Run 1, metal 1:
Scale: 1 px per um. Supply wires on this layer in grey.
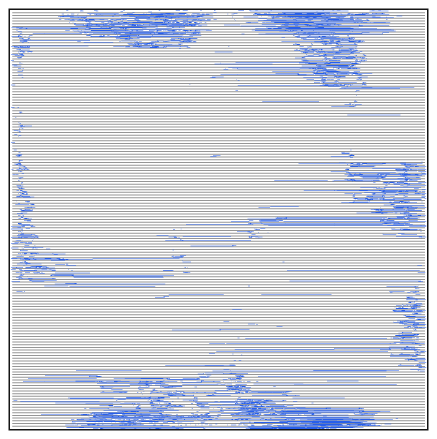
Run 1, metal 2:
Scale: 1 px per um. Cells faint in the background.
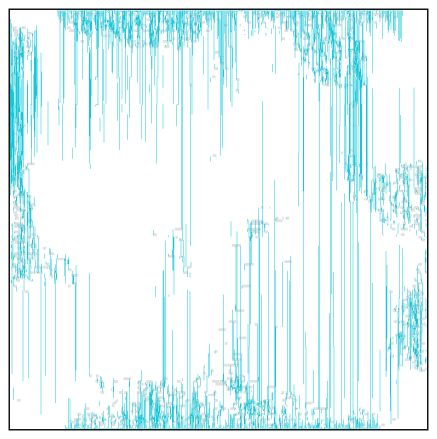
Run 1, signal wires on met3:
Scale: 1 px per um.
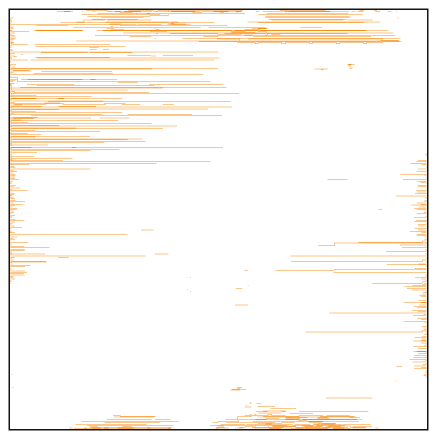
**config.mk**
```make
export PLATFORM = sky130hd
export DESIGN_NAME = tag_cmp_arb
export DESIGN_NICKNAME = d
export VERILOG_FILES = /design/src/rtl/nbdcache_pkg.sv /design/src/rtl/tag_cmp_arb_rr_arb_sel.sv /design/src/rtl/tag_cmp_arb.sv
export SDC_FILE = /design/constraint.sdc
export NUM_CORES = 1
export LEC_CHECK = 0
export ABC_AREA = 1
export CORE_AREA = 2 2 415 417
export DETAILED_ROUTE_END_ITERATION = 12
export DIE_AREA = 0 0 417 419
export GPL_ROUTABILITY_DRIVEN = 0
export PLACE_DENSITY = 0.35
export SLEW_MARGIN = 30
export SYNTH_ARGS = -nofsm -noshare
export SYNTH_HDL_FRONTEND = slang
export SYNTH_SLANG_ARGS = --single-unit
```
**constraint.sdc**
```tcl
create_clock -name clk_i -period 5.5 [get_ports clk_i]
set_input_delay 0.825 -clock clk_i [delete_from_list [all_inputs] [get_ports clk_i]]
set_output_delay 0.825 -clock clk_i [all_outputs]
set_load 0.01 [all_outputs]
```
**src/rtl/nbdcache_pkg.sv**
```systemverilog
// Shared non-blocking data cache types: cache line layout, byte enables and tag width.
package nbdcache_pkg;

    localparam int TAG_WIDTH  = 8;
    localparam int LINE_WIDTH = 32;

    typedef struct packed {
        logic [TAG_WIDTH-1:0]  tag;
        logic [LINE_WIDTH-1:0] data;
        logic                  dirty;
        logic                  valid;
    } cache_line_t;

    typedef struct packed {
        logic [TAG_WIDTH/8-1:0]  tag;
        logic [LINE_WIDTH/8-1:0] data;
        logic                    dirty;
        logic                    valid;
    } cl_be_t;

    // arb_mode: TAG_CMP_ARB_ROUND_ROBIN_EN selects round-robin arbitration,
    // otherwise fixed priority with the lowest port index winning.

    function automatic int idx_width(input int n);
        return (n > 1) ? $clog2(n) : 1;
    endfunction

endpackage

```
**src/rtl/tag_cmp_arb_rr_arb_sel.sv**
```systemverilog
// Combinational winner select: first requester at or after ptr_i, wrapping modulo N.
module rr_arb_sel #(
    parameter int unsigned N     = 4,
    parameter int unsigned IDX_W = 2
) (
    input  logic [N-1:0]     req_i,
    input  logic [IDX_W-1:0] ptr_i,
    output logic [N-1:0]     gnt_o,
    output logic [IDX_W-1:0] idx_o
);

    logic found;

    always_comb begin
        gnt_o = '0;
        idx_o = '0;
        found = 1'b0;
        // Upper segment [ptr, N) first, then the wrapped segment [0, ptr).
        for (int unsigned i = 0; i < N; i++) begin
            if (!found && req_i[i] && (i >= 32'(ptr_i))) begin
                found    = 1'b1;
                gnt_o[i] = 1'b1;
                idx_o    = IDX_W'(i);
            end
        end
        for (int unsigned i = 0; i < N; i++) begin
            if (!found && req_i[i]) begin
                found    = 1'b1;
                gnt_o[i] = 1'b1;
                idx_o    = IDX_W'(i);
            end
        end
    end

endmodule

```
**src/rtl/tag_cmp_arb.sv**
```systemverilog
// Multi-port SRAM arbiter with lock and one-cycle tag compare.
// Define TAG_CMP_ARB_ROUND_ROBIN_EN for round-robin; default build is fixed priority.
module tag_cmp_arb
    import nbdcache_pkg::*;
#(
    parameter int unsigned NR_PORTS          = 4,
    parameter int unsigned ADDR_WIDTH        = 12,
    parameter int unsigned SET_ASSOCIATIVITY = 8,
    parameter type         data_t            = cache_line_t,
    parameter type         be_t              = cl_be_t,
    localparam int unsigned ID_W             = idx_width(NR_PORTS)
) (
    input  logic                                        clk_i,
    input  logic                                        rst_ni,
    input  logic [NR_PORTS-1:0][SET_ASSOCIATIVITY-1:0]  req_i,
    input  logic [NR_PORTS-1:0]                         lock_i,
    output logic [NR_PORTS-1:0]                         gnt_o,
    input  logic [NR_PORTS-1:0][ADDR_WIDTH-1:0]         addr_i,
    input  data_t [NR_PORTS-1:0]                        wdata_i,
    input  logic [NR_PORTS-1:0]                         we_i,
    input  be_t [NR_PORTS-1:0]                          be_i,
    input  logic [NR_PORTS-1:0][TAG_WIDTH-1:0]          tag_i,
    output data_t [SET_ASSOCIATIVITY-1:0]               rdata_o,
    output logic [SET_ASSOCIATIVITY-1:0]                hit_way_o,
    output logic                                        hit_valid_o,
    output logic [ID_W-1:0]                             hit_id_o,
    output logic                                        multi_hit_o,
    output logic [SET_ASSOCIATIVITY-1:0]                req_o,
    output logic [ADDR_WIDTH-1:0]                       addr_o,
    output data_t                                       wdata_o,
    output logic                                        we_o,
    output be_t                                         be_o,
    input  data_t [SET_ASSOCIATIVITY-1:0]               rdata_i
);

    logic [NR_PORTS-1:0] req_any;
    logic [NR_PORTS-1:0] sel_gnt;
    logic [ID_W-1:0]     sel_idx;
    logic [ID_W-1:0]     rr_ptr;
    logic [ID_W-1:0]     gnt_idx;
    logic                granted;
    logic                lock_hold;
    logic                hit_en;

    logic [ID_W-1:0]     id_q;
    logic                valid_q;
    logic                we_q;
    logic                lock_q;
    logic [ID_W-1:0]     lock_id_q;

    genvar gi;
    generate
        for (gi = 0; gi < NR_PORTS; gi++) begin : g_req_any
            assign req_any[gi] = |req_i[gi];
        end
    endgenerate

`ifdef TAG_CMP_ARB_ROUND_ROBIN_EN
    logic [ID_W-1:0] rr_ptr_q;
    assign rr_ptr = rr_ptr_q;
`else
    assign rr_ptr = '0;
`endif

    rr_arb_sel #(
        .N     (NR_PORTS),
        .IDX_W (ID_W)
    ) u_rr_arb_sel (
        .req_i (req_any),
        .ptr_i (rr_ptr),
        .gnt_o (sel_gnt),
        .idx_o (sel_idx)
    );

    // A held lock releases as soon as its owner stops requesting.
    assign lock_hold = lock_q & req_any[lock_id_q];

    always_comb begin
        gnt_o   = sel_gnt;
        gnt_idx = sel_idx;
        if (lock_hold) begin
            gnt_o            = '0;
            gnt_o[lock_id_q] = 1'b1;
            gnt_idx          = lock_id_q;
        end
    end

    assign granted = |gnt_o;

    always_comb begin
        req_o   = '0;
        addr_o  = '0;
        wdata_o = '0;
        we_o    = 1'b0;
        be_o    = '0;
        if (granted) begin
            req_o   = req_i[gnt_idx];
            addr_o  = addr_i[gnt_idx];
            wdata_o = wdata_i[gnt_idx];
            we_o    = we_i[gnt_idx];
            be_o    = be_i[gnt_idx];
        end
    end

    always_ff @(posedge clk_i or negedge rst_ni) begin
        if (!rst_ni) begin
            id_q      <= '0;
            valid_q   <= 1'b0;
            we_q      <= 1'b0;
            lock_q    <= 1'b0;
            lock_id_q <= '0;
        end else begin
            valid_q   <= granted;
            lock_q    <= granted & lock_i[gnt_idx];
            lock_id_q <= gnt_idx;
            if (granted) begin
                id_q <= gnt_idx;
                we_q <= we_i[gnt_idx];
            end
        end
    end

`ifdef TAG_CMP_ARB_ROUND_ROBIN_EN
    always_ff @(posedge clk_i or negedge rst_ni) begin
        if (!rst_ni) begin
            rr_ptr_q <= '0;
        end else if (granted && !lock_hold) begin
            rr_ptr_q <= (gnt_idx == ID_W'(NR_PORTS - 1)) ? '0 : gnt_idx + 1'b1;
        end
    end
`endif

    // Writes never report hits, so the compare is gated like hit_valid_o.
    assign hit_en = valid_q & ~we_q;

    generate
        for (gi = 0; gi < SET_ASSOCIATIVITY; gi++) begin : g_hit
            assign hit_way_o[gi] = hit_en & rdata_i[gi].valid
                                 & (tag_i[id_q] == rdata_i[gi].tag);
        end
    endgenerate

    assign hit_valid_o = hit_en;
    assign hit_id_o    = id_q;
    assign multi_hit_o = hit_en & ((hit_way_o & (hit_way_o - 1'b1)) != '0);
    assign rdata_o     = rdata_i;

`ifndef SYNTHESIS
    always @(posedge clk_i) begin
        if (rst_ni) assert ($onehot0(gnt_o));
    end
`endif

endmodule

```
==> reports/results.txt, run 1 <==
Post-CTS setup buffer count = 0
Routed wl met3 = 18700 um
Synth top cells by count = nand2_1, buf_4, inv_1, nand3_1, nand3b_1
Top cells, area = buf_4, nand2_1, nand3b_1
CP top delay family = buffers and inverters
Tap cells = 2233
Die width = 417 um
Status = completed
Worst Hold Endpoint = we_q
Met3 usage = 9.21%
Max Cap Viol = 0
CP max FO = 29
Reg2reg path depth = 14
Pre-antenna DRT Iters = 5
Storage element area = 175 um^2
Net Count, Synth = 2062
Startpoint Class = input port
Synth unique cells = 34
# H-tree levels = 1
Sequential share of cell area = 1.27%
Buffers, non-clock = 595
I/O pins = 1076
FF-to-FF End = lock_q
Pin count of the biggest net entering global routing = 49
About 'metal 1':
The layer carries 28.3 mm of wire. 1849 nets have wire on it. The longest straight run is 206 um.
met1 Usage GRT: 8.80%
routed wire length: 88000 um
vias: 9642

About 'metal 2':
The layer carries 38.7 mm of wire. The wires run mostly vertical. The layer holds 44% of the routed length.

About 'signal wires on met3':
The wires run mostly horizontal. 478 nets have wire on it. The longest straight run is 226 um. The layer holds 21% of the routed length.

==> inputs of run 2 (changes only) <==
- SETUP_SLACK_MARGIN: unset -> 0.5
- SKIP_CTS_REPAIR_TIMING: unset -> 1
- SLEW_MARGIN: 30 -> unset
Run 2, metal 1:
Scale: 1 px per um. Supply wires on this layer in grey.
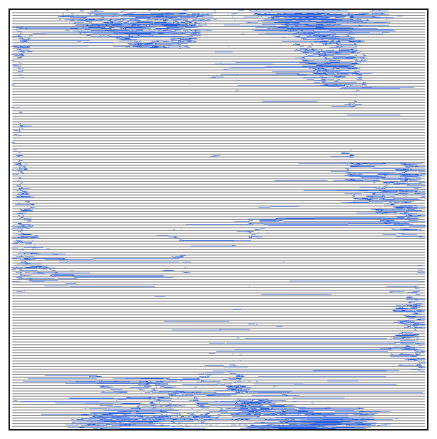
1846 nets have wire on it. The layer carries 28.0 mm of wire. The wires run mostly horizontal.

==> reports/results.txt, run 2 <==
Buffers, non-clock = 595
Synth unique cells = 34
Max Cap Viol = 0
Latency at later pin = 250 ps
FF-to-FF End = lock_q
Routed wire length = 88100 um
Status = completed
Tap cells = 2233
I/O pins = 1076
Storage element area = 175 um^2
Routed wl met3 = 18600 um
Reg2Reg Setup Slack = 2990 ps
Worst Hold Endpoint = we_q
Startpoint Class = input port
Pre-antenna DRT Iters = 5
Top cells, area = buf_4, nand2_1, nand3b_1
Sequential share of cell area = 1.26%
Asr flop ratio synth = 100%
Grt ovf = 0
Pin count of the biggest net entering global routing = 49
# H-tree levels = 1
Met1 WL = 28000 um
Vias = 9695
Mux share = 0%
Final Instance Area = 13900 um^2
Initial Utilization = 4.55%
Met1 Usage GRT = 8.80%
Met3 usage = 9.21%
CP top delay family = buffers and inverters
Net Count, Synth = 2062
Run 2, placed standard cells:
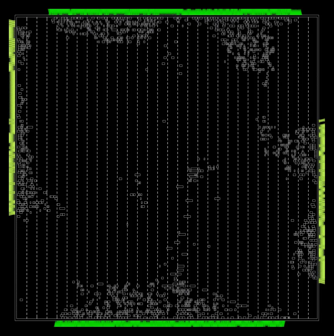
core footprint: 171000 um^2
FP Rows: 152

==> inputs of run 3 (changes only) <==
- GPL_TIMING_DRIVEN: unset -> 0
Run 3, placed standard cells:
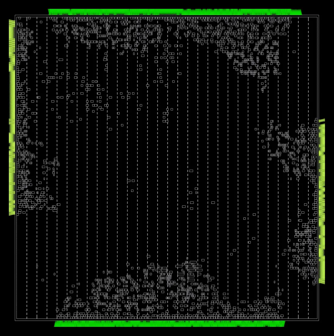
# fillers: 19826
sequential share of cell area: 0.925%
tap cells: 2233
fin util: 11.1%
flip-flop and latch count: 7

==> reports/results.txt, run 3 <==
Vias = 11796
CP max FO = 10
# H-tree levels = 1
I/O pins = 1076
Net Count, Synth = 2062
Latency at later pin = 230 ps
Status = completed
Met3 usage = 5.77%
Reg2Reg Setup Slack = 2530 ps
Synth top cells by count = nand2_1, buf_4, inv_1, nand3_1, nand3b_1
Core footprint = 171000 um^2
Top cells, area = buf_4, nand2_1, nand3b_1
Pre-antenna DRT Iters = 4
Worst Hold Endpoint = we_q
FF-to-FF End = lock_q
Max Cap Viol = 0
Routed wl met3 = 12600 um
Synth unique cells = 34
Die width = 417 um
Routed wire length = 99900 um
Grt ovf = 0
Run 3, the metal 4 layer:
Scale: 1 px per um. Supply wires on this layer in grey.
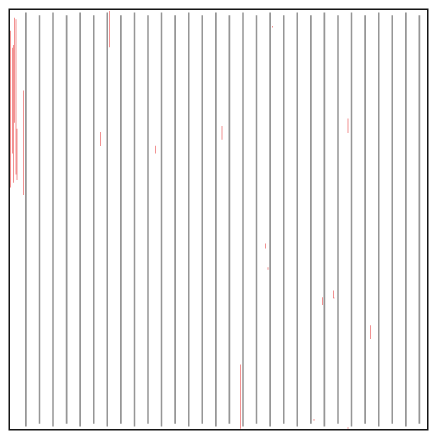
The layer carries 1000 um of wire. 21 nets have wire on it.

